--- src/rtl/ac_char_feeder.sv ---
// Aho-Corasick text feeder: byte FIFO, 4-bit char encode, position tracking.
// Define AC_CASE_FOLD_EN to map 'A'..'O' onto the same codes as 'a'..'o'.
module ac_char_feeder #(
  parameter int DEPTH  = 8,
  parameter int ADDR_W = 3,
  parameter int POS_W  = 16
) (
  input  logic              CLK,
  input  logic              RST,
  input  logic              IN_VALID,
  input  logic [7:0]        IN_DATA,
  input  logic              IN_LAST,
  output logic              IN_READY,
  output logic              CHARA_EN,
  output logic [3:0]        CHARA_OUT,
  output logic [POS_W-1:0]  CHARA_POS,
  output logic              CHARA_LAST,
  input  logic              CHARA_ACK,
  output logic              TEXT_DONE,
  output logic [ADDR_W:0]   FIFO_LEVEL
);

  typedef enum logic [1:0] {
    IDLE,
    RUN,
    DRAIN,
    DONE
  } state_e;

  localparam logic [ADDR_W:0] FULL_LVL = (ADDR_W+1)'(DEPTH);

  state_e            state_q;
  logic              done_q;
  logic              live_q;
  logic [4:0]        mem_q [DEPTH];
  logic [ADDR_W-1:0] wr_ptr_q;
  logic [ADDR_W-1:0] rd_ptr_q;
  logic [ADDR_W:0]   cnt_q;
  logic [ADDR_W:0]   cnt_d;
  logic [POS_W-1:0]  pos_q;

  logic       full;
  logic       empty;
  logic       push;
  logic       pop;
  logic       head_last;
  logic [3:0] enc;

  // Letters in both ranges share their low nibble with the code.
  function automatic logic [3:0] encode(input logic [7:0] b);
    logic [3:0] c;
    c = 4'd0;
    if (b >= 8'h61 && b <= 8'h6f) c = b[3:0];
`ifdef AC_CASE_FOLD_EN
    if (b >= 8'h41 && b <= 8'h4f) c = b[3:0];
`endif
    return c;
  endfunction

  assign enc       = encode(IN_DATA);
  assign full      = (cnt_q == FULL_LVL);
  assign empty     = (cnt_q == '0);
  assign IN_READY  = live_q & ~full & (state_q != DRAIN);
  assign push      = IN_VALID & IN_READY;
  assign pop       = CHARA_ACK & ~empty;
  assign head_last = mem_q[rd_ptr_q][4];

  assign CHARA_EN   = ~empty;
  assign CHARA_OUT  = empty ? 4'd0 : mem_q[rd_ptr_q][3:0];
  assign CHARA_LAST = ~empty & head_last;
  assign CHARA_POS  = empty ? '0 : pos_q;
  assign FIFO_LEVEL = cnt_q;
  assign TEXT_DONE  = done_q;

  always_comb begin
    cnt_d = cnt_q;
    unique case ({push, pop})
      2'b10:   cnt_d = cnt_q + 1'b1;
      2'b01:   cnt_d = cnt_q - 1'b1;
      default: cnt_d = cnt_q;
    endcase
  end

  always_ff @(posedge CLK) begin
    if (push) mem_q[wr_ptr_q] <= {IN_LAST, enc};
  end

  always_ff @(posedge CLK or negedge RST) begin
    if (!RST) begin
      wr_ptr_q <= '0;
      rd_ptr_q <= '0;
      cnt_q    <= '0;
      pos_q    <= '0;
      live_q   <= 1'b0;
    end else begin
      live_q <= 1'b1;
      cnt_q  <= cnt_d;
      if (push) wr_ptr_q <= wr_ptr_q + 1'b1;
      if (pop) begin
        rd_ptr_q <= rd_ptr_q + 1'b1;
        pos_q    <= head_last ? '0 : pos_q + POS_W'(1);
      end
    end
  end

  // A push during DONE starts the next text without losing it.
  always_ff @(posedge CLK or negedge RST) begin
    if (!RST) begin
      state_q <= IDLE;
      done_q  <= 1'b0;
    end else begin
      done_q <= 1'b0;
      unique case (state_q)
        IDLE, RUN: begin
          if (push && IN_LAST) state_q <= DRAIN;
          else if (push)       state_q <= RUN;
        end
        DRAIN: begin
          if (pop && head_last) begin
            state_q <= DONE;
            done_q  <= 1'b1;
          end
        end
        DONE: begin
          if (push && IN_LAST) state_q <= DRAIN;
          else if (push)       state_q <= RUN;
          else                 state_q <= IDLE;
        end
        default: state_q <= IDLE;
      endcase
    end
  end

endmodule

--- config.mk ---
export PLATFORM = sky130hd
export DESIGN_NAME = ac_char_feeder
export DESIGN_NICKNAME = d
export VERILOG_FILES = /design/src/rtl/ac_char_feeder.sv
export SDC_FILE = /design/constraint.sdc
export NUM_CORES = 1
export LEC_CHECK = 0
export CAP_MARGIN = 20
export CORE_ASPECT_RATIO = 2
export CORE_MARGIN = 2
export CORE_UTILIZATION = 30
export DETAILED_ROUTE_END_ITERATION = 16
export PLACE_DENSITY_LB_ADDON = 0.3
export SLEW_MARGIN = 10
export SYNTH_ARGS = -nofsm -noshare
export SYNTH_HDL_FRONTEND = slang
export SYNTH_SLANG_ARGS = --single-unit
--- constraint.sdc ---
create_clock -name CLK -period 6.4 [get_ports CLK]
set_input_delay 0.96 -clock CLK [delete_from_list [all_inputs] [get_ports CLK]]
set_output_delay 0.96 -clock CLK [all_outputs]
set_load 0.02 [all_outputs]
### Signal wires on met3

(4 px per um) Cells faint in the background.
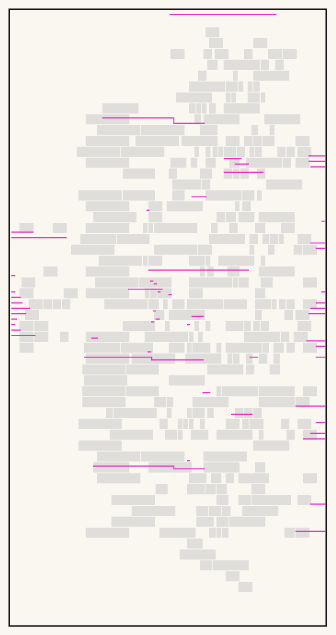
- main direction: horizontal
- longest straight run: 26.4 um
- wire length on this layer: 288 um
- share of all routed wire: 4.1%

### Clock network drawn from the DEF

(3 px per um)
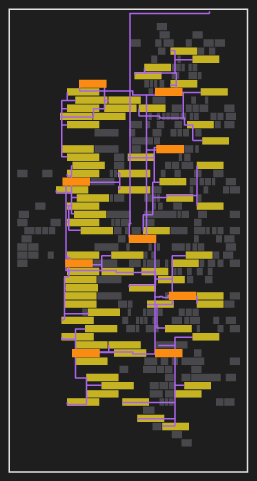
- clock-net drivers: orange (count 9)
- flip-flops: yellow (count 70)
- clock wires: purple (length 870 um)
- routed clock nets: 10

### The metal 1 layer

(2 px per um) Supply wires on this layer in gray.
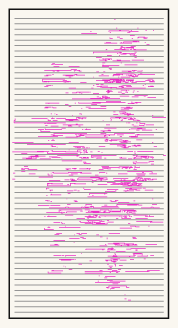
- main direction: horizontal
- wire length on this layer: 2470 um
- share of all routed wire: 35%

### Local utilization

(3 px per um) 8 x 15 tiles, from white (low) to dark blue (high), 0 to 100% covered.
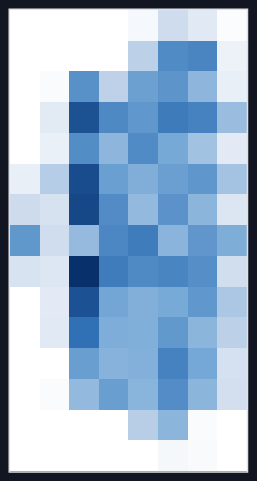
- nearly empty tiles: 23%
- mean over tiles: 33%
- emptiest ninth of the die: lower left
- fullest tile: 100%
- tiles over 75% full: 4.2%

==> results.env <==
ANT_NETS=0
WORSTSKEWPAIRLATENCY_NS=0.33
ADDER_SHARE_PCT=2.23
CLOCK_SINK_COUNT=70
SYNTH.CELLMIX.SIMPLESHARE_PCT=17.9
VIAS_IN_THE_FIRST_GLOBAL_ROUTE=2275
SYNTHESIS.AREA_PER_INSTANCE_UM2=12.9
FINAL_DESIGN_AREA_NO_FILL_UM2=4200
SLEW_OF_THE_PIN_WITH_THE_LOWEST_SLEW_MARGIN_NS=1.08
SYNTHMUXAREASHARE_PCT=8.18
POWER.SWITCHING_FRACTION_PCT=17.2
DESIGN.DIE.AREA_UM2=12100
DIE_H_UM=154
WORST_SETUP_PATH_START_KIND='flip-flop'
FLOORPLAN.CORE_UTIL_PCT=30.7
SETUP_VIOLATIONS=0
FINALHOLDVIOLCOUNT=0
YOSYS.CELL_TYPES.COUNT=58
SYN-NUM-NETS=280
MAX_FREQ_MHz=270
PLACEMENT.IO_BUFFERS=40
NUMBER_OF_ANTENNA_VIOLATIONS_AT_THE_FIRST_CHECK_IN_GLOBAL_ROUTING=0
CPPEAKSTAGEDELAY_NS=0.82
YOSYS.STAT.SEQSHARE_PCT=58.0
WORSTPATHREQUIRED_NS=5.44
DRV_CAP=0
SYN-INSTANCE-COUNT=261
SYNTH_FLOPS=70
FINAL_HPWL_DP_MM=5.29
ENABLE_FLOP_CELLS=40
DIE-WIDTH_UM=78.9
COMB_AREA_UM2=1340
ASYNCSETRESETFLOPFRACSYNTH_PCT=42.9
COMMON_CELLS='sky130_fd_sc_hd__edfxtp_1, sky130_fd_sc_hd__dfrtp_1, sky130_fd_sc_hd__nand2_1, sky130_fd_sc_hd__and2_1, sky130_fd_sc_hd__nor2_1'
IOS=41
PLACEMENT_ROWS=54
MOST_AREA_HUNGRY_CELL_TYPE_IN_THE_YOSYS_NETLIST='sky130_fd_sc_hd__edfxtp_1'
RELSLEWSLACK_PCT=27.3
FINALSETUPTNS_NS=0
DP.CELLS=433
FINALWIRELENGTH_MM=7.06
CLOCK_TREE_FROM_TRITONCTS='done'
WHS_ENDPOINT='state_q[0]'
STAGE_LOG_WARNINGS=27
SYNTHXORXNORAREAFRAC_PCT=3.38
FINALCOREUTILIZATION_PCT=38.4
MAXSLEWVIOLCOUNT=0
POST_DRT_WL_PER_CELL_UM=15.8
STATUS='completed'
ENDPOINT_CLASS_OF_THE_CRITICAL_PATH='primary output'
TOP_FF_CELL_SYNTH='sky130_fd_sc_hd__edfxtp_1'
MET1_WIRELENGTH_MM=2.47
POST_CTS_HOLD_BUFFER_COUNT=0
TIMING.RR.END='FIFO_LEVEL[2]'
H-TREE-DEPTH=3
PLACED_AREA_UM2=3910
LARGEST_NET_DEGREE_AT_THE_START_OF_GLOBAL_ROUTING=31
FINALNETCOUNT=324
GR-USAGE-ALL-LAYERS_PCT=13.1
CORE_UM2=10900
DRT_PASS_1_ITERS=4
POWER.NET_SWITCHING_W=0.000170
MIN_PATH_CELLS=1
SETUP_SLACK_NS=2.69
SYNTH_STAT.CELLS=261
N_ANTENNA_CELL=0
INTERNAL_POWER_W=0.000818
CLK_PATH_BUF_DEPTH=2
TOP_AREA_CELLS_IN_THE_SYNTHESIZED_NETLIST='sky130_fd_sc_hd__edfxtp_1, sky130_fd_sc_hd__dfrtp_1, sky130_fd_sc_hd__mux4_2, sky130_fd_sc_hd__and2_1, sky130_fd_sc_hd__xnor2_1'
CLOCKROOTBUFFER='sky130_fd_sc_hd__clkbuf_16'
WORST_CASE_REGISTER_TO_REGISTER_SETUP_SLACK_NS=3.65
FINAL.SETUP_SKEW_NS=0.00562
DETAIL_ROUTE.ITER0.VIOLATIONS=108
CTS.REPAIR.RESIZED=0
P_TOTAL_W=0.000988
CP.BUFFERS_INVERTERS=1
NETLIST.AREA_LEADER.SHARE_PCT=35.7
PATH_MAX_FANOUT=14
GP_CONGESTION=0.822
SYNTH.YOSYS.CHIP_AREA_UM2=3370
SYNTH.CELLMIX.COMPOUNDSHARE_PCT=7.88
GRT_SETUP_UNREPAIRED='no'
WL_MET2_MM=4.05
SHARE_COMB_OF_TOTAL_POWER_PCT=1.5
TIMING.CRITICAL_PATH.CELLS='mux2_2 -> a2bb2o_1 -> nor3_1 -> clkdlybuf4s50_1'
HOLDCRITSTARTPOINT='state_q[0]'
POWER.STATIC_LEAKAGE_nW=1.45
SYNTH.YOSYS.WARNINGS=0
REG2REGPATHDEPTH=10
SYNTHTOPLOGICFAMILY='simple AND/OR/NAND/NOR gates'
DRIVE_ABOVE_1_SHARE_PCT=13.0
GRT_USE_MET3_PCT=3.99
HIGHEST-SIGNAL-LAYER='met4'
FILLERINSTANCES=1061
SEQPWRFRAC_PCT=48.3
FIN_CRIT_NS=3.71
PATH_CLK_SLEW_NS=0.05
CPLARGESTDELAYFAMILY='flip-flops'
==> final cells by class <==
type                            count  share of cell area (%)
Clock inverter                      2                    1.43
Timing Repair Buffer               43                    10.0
Multi-Input combinational cell    174                    31.8
Tap cell                          140                    4.17
Clock buffer                       11                    5.54
Sequential cell                    70                    46.4
Inverter                            7                   0.625
==> registers in the layout, summed over array words and instances (netlist names) <==
register,count
pos_q,16
state_q,2
mem_q,40
wr_ptr_q,3
FIFO_LEVEL,4
rd_ptr_q,3
live_q,1
TEXT_DONE,1
==> power groups by stage <==
stage / sequential [W] / clock, W / combinational [W]
global placement: 0.000485 / 0 / 0.0000155
CTS: 0.000476 / 0.000511 / 0.0000158
detailed placement: 0.000485 / 0 / 0.0000157
floorplan: 0.000485 / 0 / 0.00000178
global route: 0.000476 / 0.000531 / 0.0000168
finish: 0.000477 / 0.000496 / 0.0000150
==> worst reg2reg max path: cells and delay by family, from the launching register on <==
kind,cells,cell delay [ns]
buffers and inverters,1,0.18
adders and majority gates,2,0.46
and+or+nand+nor,3,0.92
xor gates and xnor gates,3,0.38
AOI/OAI and AO/OA,1,0.15
DFF,1,0.51
==> placed cells by master, fill, tap and decap left out, types with 2 or more instances in the layout <==
cell type	instances
sky130_fd_sc_hd__bufinv_16	2
sky130_fd_sc_hd__xor2_1	3
sky130_fd_sc_hd__or3_1	4
sky130_fd_sc_hd__nor2_1	13
sky130_fd_sc_hd__clkdlybuf4s50_1	40
sky130_fd_sc_hd__clkbuf_16	9
sky130_fd_sc_hd__a21oi_1	7
sky130_fd_sc_hd__o211ai_1	3
sky130_fd_sc_hd__or4_1	2
sky130_fd_sc_hd__mux4_2	8
sky130_fd_sc_hd__o22ai_1	2
sky130_fd_sc_hd__dfrtp_1	30
sky130_fd_sc_hd__and2_1	19
sky130_fd_sc_hd__inv_1	4
sky130_fd_sc_hd__nor3_1	5
sky130_fd_sc_hd__nor3b_1	2
sky130_fd_sc_hd__inv_2	2
sky130_fd_sc_hd__nand2_1	23
sky130_fd_sc_hd__and3_1	2
sky130_fd_sc_hd__clkbuf_1	2
sky130_fd_sc_hd__o31ai_1	2
sky130_fd_sc_hd__xnor2_1	10
sky130_fd_sc_hd__mux2i_1	5
sky130_fd_sc_hd__o21ai_0	8
sky130_fd_sc_hd__mux2_2	4
sky130_fd_sc_hd__buf_4	2
sky130_fd_sc_hd__ha_1	6
sky130_fd_sc_hd__nand3_1	5
sky130_fd_sc_hd__nand4_1	4
sky130_fd_sc_hd__edfxtp_1	40
sky130_fd_sc_hd__o311ai_0	2
sky130_fd_sc_hd__nor4b_1	2
sky130_fd_sc_hd__nor4_1	4
sky130_fd_sc_hd__nand2b_1	5
==> worst max path at each step <==
stage / slack (ns) / endpoint / cells after the start / start
floorplan: 3.63 / FIFO_LEVEL[2] / 10 / IN_VALID
global placement: 2.97 / FIFO_LEVEL[2] / 11 / IN_VALID
detailed placement: 2.91 / mem_q[1][3] / 5 / IN_VALID
CTS: 2.64 / CHARA_LAST / 4 / rd_ptr_q[0]
global route: 2.54 / CHARA_LAST / 4 / rd_ptr_q[0]
finish: 2.69 / CHARA_LAST / 4 / rd_ptr_q[0]
Power figures rest on the tool's default switching activity, not on a simulated workload.
